**src/rtl/pipeline_sequencer_pkg.sv**
```systemverilog
// Shared definitions for the pipeline sequencer.
//   seq_state_t : RUN / DRAIN / HALT scheduler states (2-bit encoding)
//   SEQ_CNT_W   : default performance-counter width
package pipeline_sequencer_pkg;

    localparam int unsigned SEQ_ST_BIT = 2;
    localparam int unsigned SEQ_CNT_W  = 32;

    typedef enum logic [SEQ_ST_BIT-1:0] {
        SEQ_ST_RUN   = 2'd0,
        SEQ_ST_DRAIN = 2'd1,
        SEQ_ST_HALT  = 2'd2
    } seq_state_t;

endpackage

```
**src/rtl/sat_counter.sv**
```systemverilog
// Saturating up-counter.
//   clk   : clock
//   rst_n : asynchronous active-low clear
//   inc   : count enable for this cycle
//   cnt   : current value, sticks at all-ones
module sat_counter #(
    parameter int unsigned CNT_W = 32
) (
    input  logic             clk,
    input  logic             rst_n,
    input  logic             inc,
    output logic [CNT_W-1:0] cnt
);

    always_ff @(posedge clk or negedge rst_n) begin
        if (!rst_n) begin
            cnt <= '0;
        end else if (inc && (cnt != '1)) begin
            cnt <= cnt + 1'b1;
        end
    end

endmodule

```
**src/rtl/pipeline_sequencer.sv**
```systemverilog
// Stall/flush/halt scheduler for the 5-stage core.
//   clk, rst_n        : clock, asynchronous active-low reset
//   bubble            : ID hazard stall request
//   redirect          : EX-resolved taken branch/jump
//   syscall_halt      : halting syscall in EX
//   dm_busy           : data memory not ready
//   resume            : debounced resume button level
//   en_*              : PC and pipeline-register enables (combinational)
//   clr_*             : synchronous NOP clears for IF/ID, ID/EX, EX/DM (combinational)
//   halted            : registered, high in HALT
//   cnt_cycle/stall/flush : saturating performance counters
module pipeline_sequencer
    import pipeline_sequencer_pkg::*;
#(
    parameter int unsigned CNT_W        = SEQ_CNT_W,
    parameter int unsigned DRAIN_CYCLES = 2
) (
    input  logic             clk,
    input  logic             rst_n,
    input  logic             bubble,
    input  logic             redirect,
    input  logic             syscall_halt,
    input  logic             dm_busy,
    input  logic             resume,
    output logic             en_pc,
    output logic             en_ifid,
    output logic             en_idex,
    output logic             en_exdm,
    output logic             en_dmwb,
    output logic             clr_ifid,
    output logic             clr_idex,
    output logic             clr_exdm,
    output logic             halted,
    output logic [CNT_W-1:0] cnt_cycle,
    output logic [CNT_W-1:0] cnt_stall,
    output logic [CNT_W-1:0] cnt_flush
);

    localparam logic [2:0] DRAIN_LOAD = 3'(DRAIN_CYCLES - 1);

    seq_state_t state;
    logic [2:0] drain_cnt;
    logic       resume_q;

    logic accept_halt;
    logic stall_evt;
    logic flush_evt;

    // Control decode; RUN cases are priority ordered.
    always_comb begin
        en_pc       = 1'b0;
        en_ifid     = 1'b0;
        en_idex     = 1'b0;
        en_exdm     = 1'b0;
        en_dmwb     = 1'b0;
        clr_ifid    = 1'b0;
        clr_idex    = 1'b0;
        clr_exdm    = 1'b0;
        accept_halt = 1'b0;
        stall_evt   = 1'b0;
        flush_evt   = 1'b0;
        case (state)
            SEQ_ST_RUN: begin
                if (dm_busy) begin
                    stall_evt = 1'b1;
                end else if (syscall_halt) begin
                    en_exdm     = 1'b1;
                    en_dmwb     = 1'b1;
                    clr_exdm    = 1'b1;
                    accept_halt = 1'b1;
                end else if (redirect) begin
                    // Wins over bubble: the stalled ID instruction is wrong-path.
                    en_pc     = 1'b1;
                    en_ifid   = 1'b1;
                    en_idex   = 1'b1;
                    en_exdm   = 1'b1;
                    en_dmwb   = 1'b1;
                    clr_ifid  = 1'b1;
                    clr_idex  = 1'b1;
                    flush_evt = 1'b1;
                end else if (bubble) begin
                    en_idex   = 1'b1;
                    en_exdm   = 1'b1;
                    en_dmwb   = 1'b1;
                    clr_idex  = 1'b1;
                    stall_evt = 1'b1;
                end else begin
                    en_pc   = 1'b1;
                    en_ifid = 1'b1;
                    en_idex = 1'b1;
                    en_exdm = 1'b1;
                    en_dmwb = 1'b1;
                end
            end
            SEQ_ST_DRAIN: begin
                if (!dm_busy) begin
                    en_exdm  = 1'b1;
                    en_dmwb  = 1'b1;
                    clr_exdm = 1'b1;
                end
            end
            SEQ_ST_HALT: begin
            end
            default: begin
                en_pc   = 1'b1;
                en_ifid = 1'b1;
                en_idex = 1'b1;
                en_exdm = 1'b1;
                en_dmwb = 1'b1;
            end
        endcase
    end

    always_ff @(posedge clk or negedge rst_n) begin
        if (!rst_n) begin
            state     <= SEQ_ST_RUN;
            drain_cnt <= '0;
            resume_q  <= 1'b0;
            halted    <= 1'b0;
        end else begin
            // Tracked in every state so a resume held from before HALT is not an edge.
            resume_q <= resume;
            case (state)
                SEQ_ST_RUN: begin
                    if (accept_halt) begin
                        state     <= SEQ_ST_DRAIN;
                        drain_cnt <= DRAIN_LOAD;
                    end
                end
                SEQ_ST_DRAIN: begin
                    if (!dm_busy) begin
                        if (drain_cnt == '0) begin
                            state  <= SEQ_ST_HALT;
                            halted <= 1'b1;
                        end else begin
                            drain_cnt <= drain_cnt - 1'b1;
                        end
                    end
                end
                SEQ_ST_HALT: begin
                    if (resume && !resume_q) begin
                        state  <= SEQ_ST_RUN;
                        halted <= 1'b0;
                    end
                end
                default: begin
                    state  <= SEQ_ST_RUN;
                    halted <= 1'b0;
                end
            endcase
        end
    end

    sat_counter #(.CNT_W(CNT_W)) u_cnt_cycle (
        .clk   (clk),
        .rst_n (rst_n),
        .inc   (state != SEQ_ST_HALT),
        .cnt   (cnt_cycle)
    );

    sat_counter #(.CNT_W(CNT_W)) u_cnt_stall (
        .clk   (clk),
        .rst_n (rst_n),
        .inc   (stall_evt),
        .cnt   (cnt_stall)
    );

    sat_counter #(.CNT_W(CNT_W)) u_cnt_flush (
        .clk   (clk),
        .rst_n (rst_n),
        .inc   (flush_evt),
        .cnt   (cnt_flush)
    );

endmodule

```
**config.mk**
```make
export PLATFORM = sky130hd
export DESIGN_NAME = pipeline_sequencer
export DESIGN_NICKNAME = d
export VERILOG_FILES = /design/src/rtl/pipeline_sequencer_pkg.sv /design/src/rtl/sat_counter.sv /design/src/rtl/pipeline_sequencer.sv
export SDC_FILE = /design/constraint.sdc
export NUM_CORES = 1
export LEC_CHECK = 0
export ABC_AREA = 1
export ABC_CLOCK_PERIOD_IN_PS = 6600
export CAP_MARGIN = 20
export CORE_MARGIN = 2
export CORE_UTILIZATION = 55
export CTS_CLUSTER_DIAMETER = 120
export DETAILED_ROUTE_END_ITERATION = 12
export PLACE_DENSITY = 0.8
export SYNTH_ARGS = -nofsm -noshare
export SYNTH_HDL_FRONTEND = slang
export SYNTH_HIERARCHICAL = 1
export SYNTH_SLANG_ARGS = --single-unit
export TNS_END_PERCENT = 20
```
**constraint.sdc**
```tcl
create_clock -name clk -period 6.6 [get_ports clk]
set_input_delay 0.99 -clock clk [delete_from_list [all_inputs] [get_ports clk]]
set_output_delay 0.99 -clock clk [all_outputs]
set_load 0.02 [all_outputs]
```
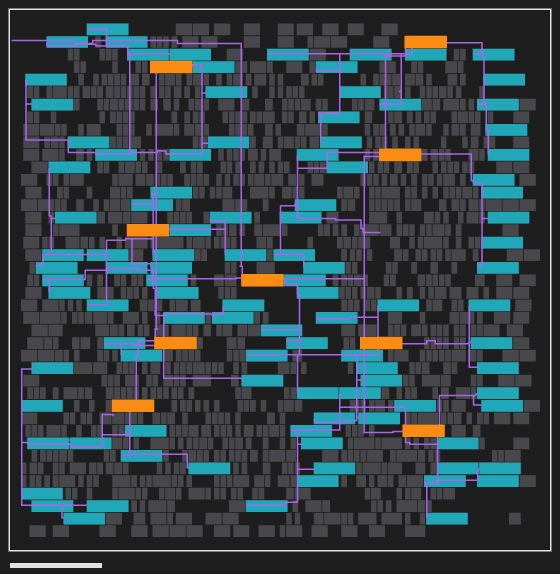
Run 1: clock network drawn from the DEF
The bar under the picture is 20 microns long.
[cells driving clock nets] orange | count: 9
[clock wires] purple | length: 1,370 microns
[flip-flops] cyan | count: 103
routed clock nets: 10
Setup Skew: 0.00528 ns
Latency at later pin: 0.35 ns
Clk pwr share: 27.6%
clock network power: 508 uW

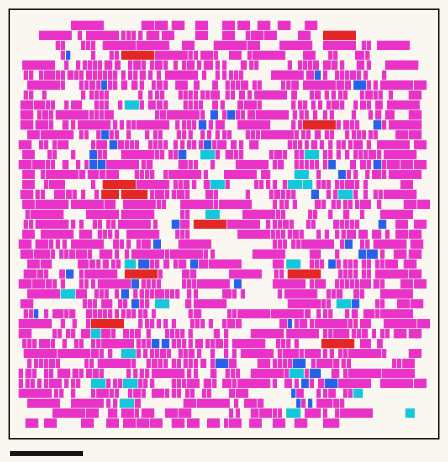
Run 1: drive-strength map
The bar under the picture is 20 microns long.
[drive 3 to 4] cyan | cells: 23 | most used: nor2_4
[drive 1 or less] magenta | cells: 1,092 | most used: nand2_1
[drive 2] blue | cells: 46 | most used: nand2_2
[drive 6 and up] red | cells: 11 | most used: clkbuf_16
fin area: 0.00848 sq mm
nonclk buf count: 112
final worst slack: 2.60 ns
area added between synthesis and finish: 20.5%

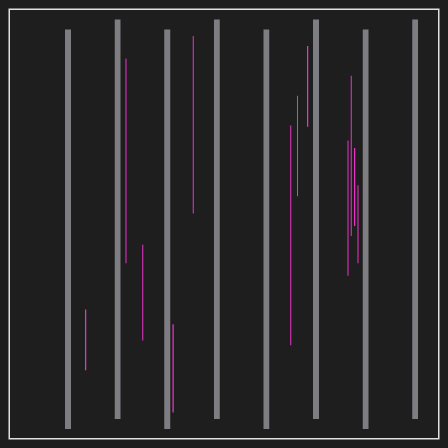
Run 1: M4 wires
Supply wires on this layer in gray.
main direction: vertical
wire length on this layer: 401 microns
nets with wire on the layer: 10
share of all routed wire: 2.3%
DRT Wirelength: 17,600 microns
via count: 6,922

==> impl_metrics.py, run 1 <==
# Flow results
metrics = {
    "pwr": {
        "pg_comb_uw": 556,
        "pwr-share-comb_pct": 30.3,
        "power_frac_seq_pct": 42.1,
    },
    "clock_tree": {
        "clock-sinks": 103,
        "numCtsBuffers": 9,
    },
    "floorplan": {
        "tapCellCount": 172,
        "die-area_sq_mm": 0.0137,
    },
    "global_route": {
        "grt.met3_usage_pct": 5.30,
    },
    "route": {
        "wl_per_cell_microns": 13.1,
        "drt_iter0_markers": 558,
        "ant_nets": 0,
    },
    "place": {
        "pre_cts_slack_ns": 2.61,
        "hpwl_microns": 13300,
        "dp.cells": 1328,
    },
    "cells_and_area": {
        "clkbuf_count": 11,
    },
    "final_timing": {
        "maxSlewHeadroom_pct": 40.4,
        "finalCriticalPeriod_ns": 4.00,
    },
    "setup_path": {
        "r2r_cells": 11,
    },
    "synthesis": {
        "synthSimpleGateAreaFrac_pct": 49.6,
    },
    "run_status": {
        "status": "finished, final reports clean",
    },
    "worst_hold_path": {
        "min_to": "drain_cnt[1]",
    },
}
==> run 2, diff against run 1 <==
- ABC_CLOCK_PERIOD_IN_PS: 6600 -> 4100
- clock period: 6.6 -> 4.1 ns (I/O delays scaled with it)
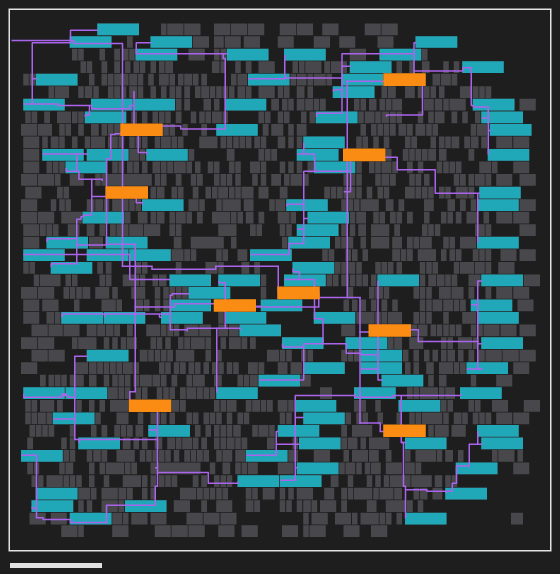
Run 2: clock network drawn from the DEF
The bar under the picture is 20 microns long.
[clock wires] purple | length: 1,340 microns
[cells driving clock nets] orange | count: 9
[flip-flops] cyan | count: 103
routed clock nets: 10

==> run 2 against run 1 <==
Effect of this change: die area stayed put; count of clock-buffer cells in the layout is 2 lower; sequential share of layout area is 0.15 points lower; flip-flop count stayed put; clock power is 81% higher; non-clock buffer count is 1 higher; worst hold slack worse by 0.20 ns; total power is 66% higher; combinational power is 61% higher; critical path type unchanged; critical endpoint unchanged.
==> impl_metrics.py, run 2 <==
# Flow results
metrics = {
    "place": {
        "pre_cts_slack_ns": 0.831,
        "dp.cells": 1329,
        "portBuffers": 111,
        "hpwl_microns": 13300,
    },
    "synthesis": {
        "mux_area_share_pct": 0,
        "yosysMostFrequentCell": "nand2_1",
    },
    "final_timing": {
        "worstMarginPinSlew_ns": 0.701,
        "finalCriticalPeriod_ns": 3.29,
        "maxSlewHeadroom_pct": 53.1,
    },
    "pwr": {
        "power_frac_seq_pct": 40.7,
        "clkPwrFrac_pct": 30.0,
        "pwr-share-comb_pct": 29.3,
        "pg_comb_uw": 897,
    },
    "global_route": {
        "grt.met3_usage_pct": 3.60,
        "grt_pass1_vias": 6388,
    },
    "setup_path": {
        "path_max_fanout": 7,
        "r2r_cells": 11,
        "setup.worst_path.start_class": "input port",
        "crit_start": "dm_busy",
    },
    "cells_and_area": {
        "fin_area_sq_mm": 0.00852,
        "n_all_buffers": 113,
        "area_growth_pct": 21.1,
        "top_regs": "u_cnt_cycle/cnt (32), u_cnt_flush/cnt (32), u_cnt_stall/cnt (32)",
    },
    "clock_tree": {
        "postCtsResizedCells": 0,
        "numCtsBuffers": 9,
        "cts.hold.buffers_added": 0,
    },
    "floorplan": {
        "tapCellCount": 172,
        "fp.dieH_microns": 117,
        "die-area_sq_mm": 0.0137,
    },
    "route": {
        "drt_iter0_markers": 544,
        "ant_nets": 0,
        "drt-total-wl_microns": 17700,
        "route.vias.total": 7070,
    },
    "run_status": {
        "status": "finished, final reports clean",
    },
}
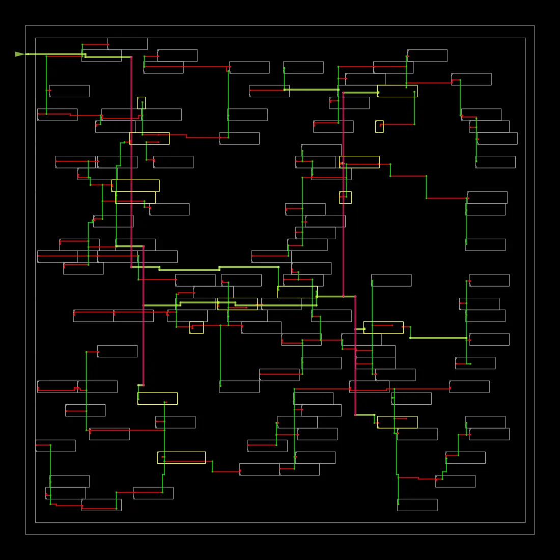
Run 2: clock nets
total number of sequential cells: 103
Setup Skew: 0.0100 ns
clkbuf count: 9
Clock Sinks: 103
clock network power: 917 uW

==> run 3, diff against run 2 <==
- ABC_CLOCK_PERIOD_IN_PS: 4100 -> 2950
- CORE_UTILIZATION: 55 -> 50
- PLACE_DENSITY: 0.8 -> 0.76
- clock period: 4.1 -> 2.95 ns (I/O delays scaled with it)
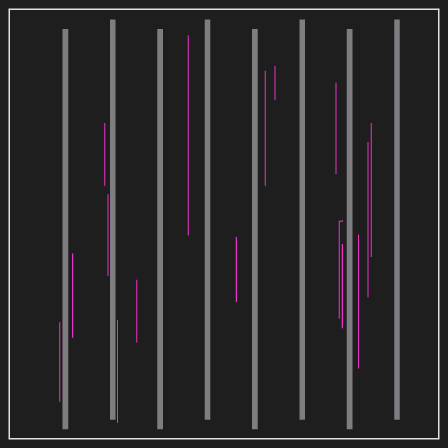
Run 3: M4 wires
Supply wires on this layer in gray.
share of all routed wire: 2.5%
wire length on this layer: 450 microns
main direction: vertical
longest straight run: 57.1 microns
nets with wire on the layer: 13

==> run 3 against run 2 <==
Effect of this change: die area grew 9.7%; sequential share of layout area shrank 0.084 points; synthesized area is the same; synthesized cell count is the same; wire length grew 2.9%; critical endpoint unchanged; largest power group unchanged.
==> impl_metrics.py, run 3 <==
# Flow results
metrics = {
    "run_status": {
        "status": "finished, final reports clean",
    },
    "floorplan": {
        "die-area_sq_mm": 0.0150,
        "tapCellCount": 180,
    },
    "cells_and_area": {
        "flops": 103,
        "fin_area_sq_mm": 0.00854,
        "area_growth_pct": 21.4,
    },
    "route": {
        "route.vias.total": 6985,
        "drt-total-wl_microns": 18300,
        "ant_nets": 0,
    },
    "pwr": {
        "pwr-share-comb_pct": 30.2,
        "clkPwrFrac_pct": 27.6,
    },
    "synthesis": {
        "mux_area_share_pct": 0,
        "yosysMostFrequentCell": "nand2_1",
    },
    "setup_path": {
        "crit_start": "state[1]",
        "path_max_fanout": 7,
        "setup.worst_path.start_class": "flip-flop",
    },
    "clock_tree": {
        "postCtsResizedCells": 0,
        "cts.hold.buffers_added": 0,
    },
    "final_timing": {
        "worstMarginPinSlew_ns": 0.751,
        "finClkSkew_ns": 0.00749,
        "finalCriticalPeriod_ns": 2.72,
        "maxSlewHeadroom_pct": 49.9,
    },
    "place": {
        "portBuffers": 111,
    },
}
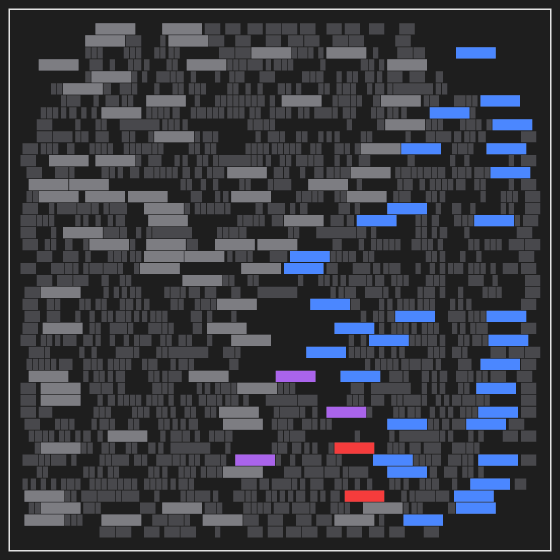
Run 3: where the registers sit
Other sequential cells in the stronger gray, the rest of the logic in the fainter gray.
[state] red | sequential cells: 2
[drain_cnt] purple | sequential cells: 3
[u_cnt_cycle/cnt] blue | sequential cells: 32
Sequential Power: 1.73 mW
flop share of the area: 30.2%
final core utilization: 61.8%
Register Area: 0.00258 sq mm

No activity file was given, so power comes from the tool's default toggle rates.
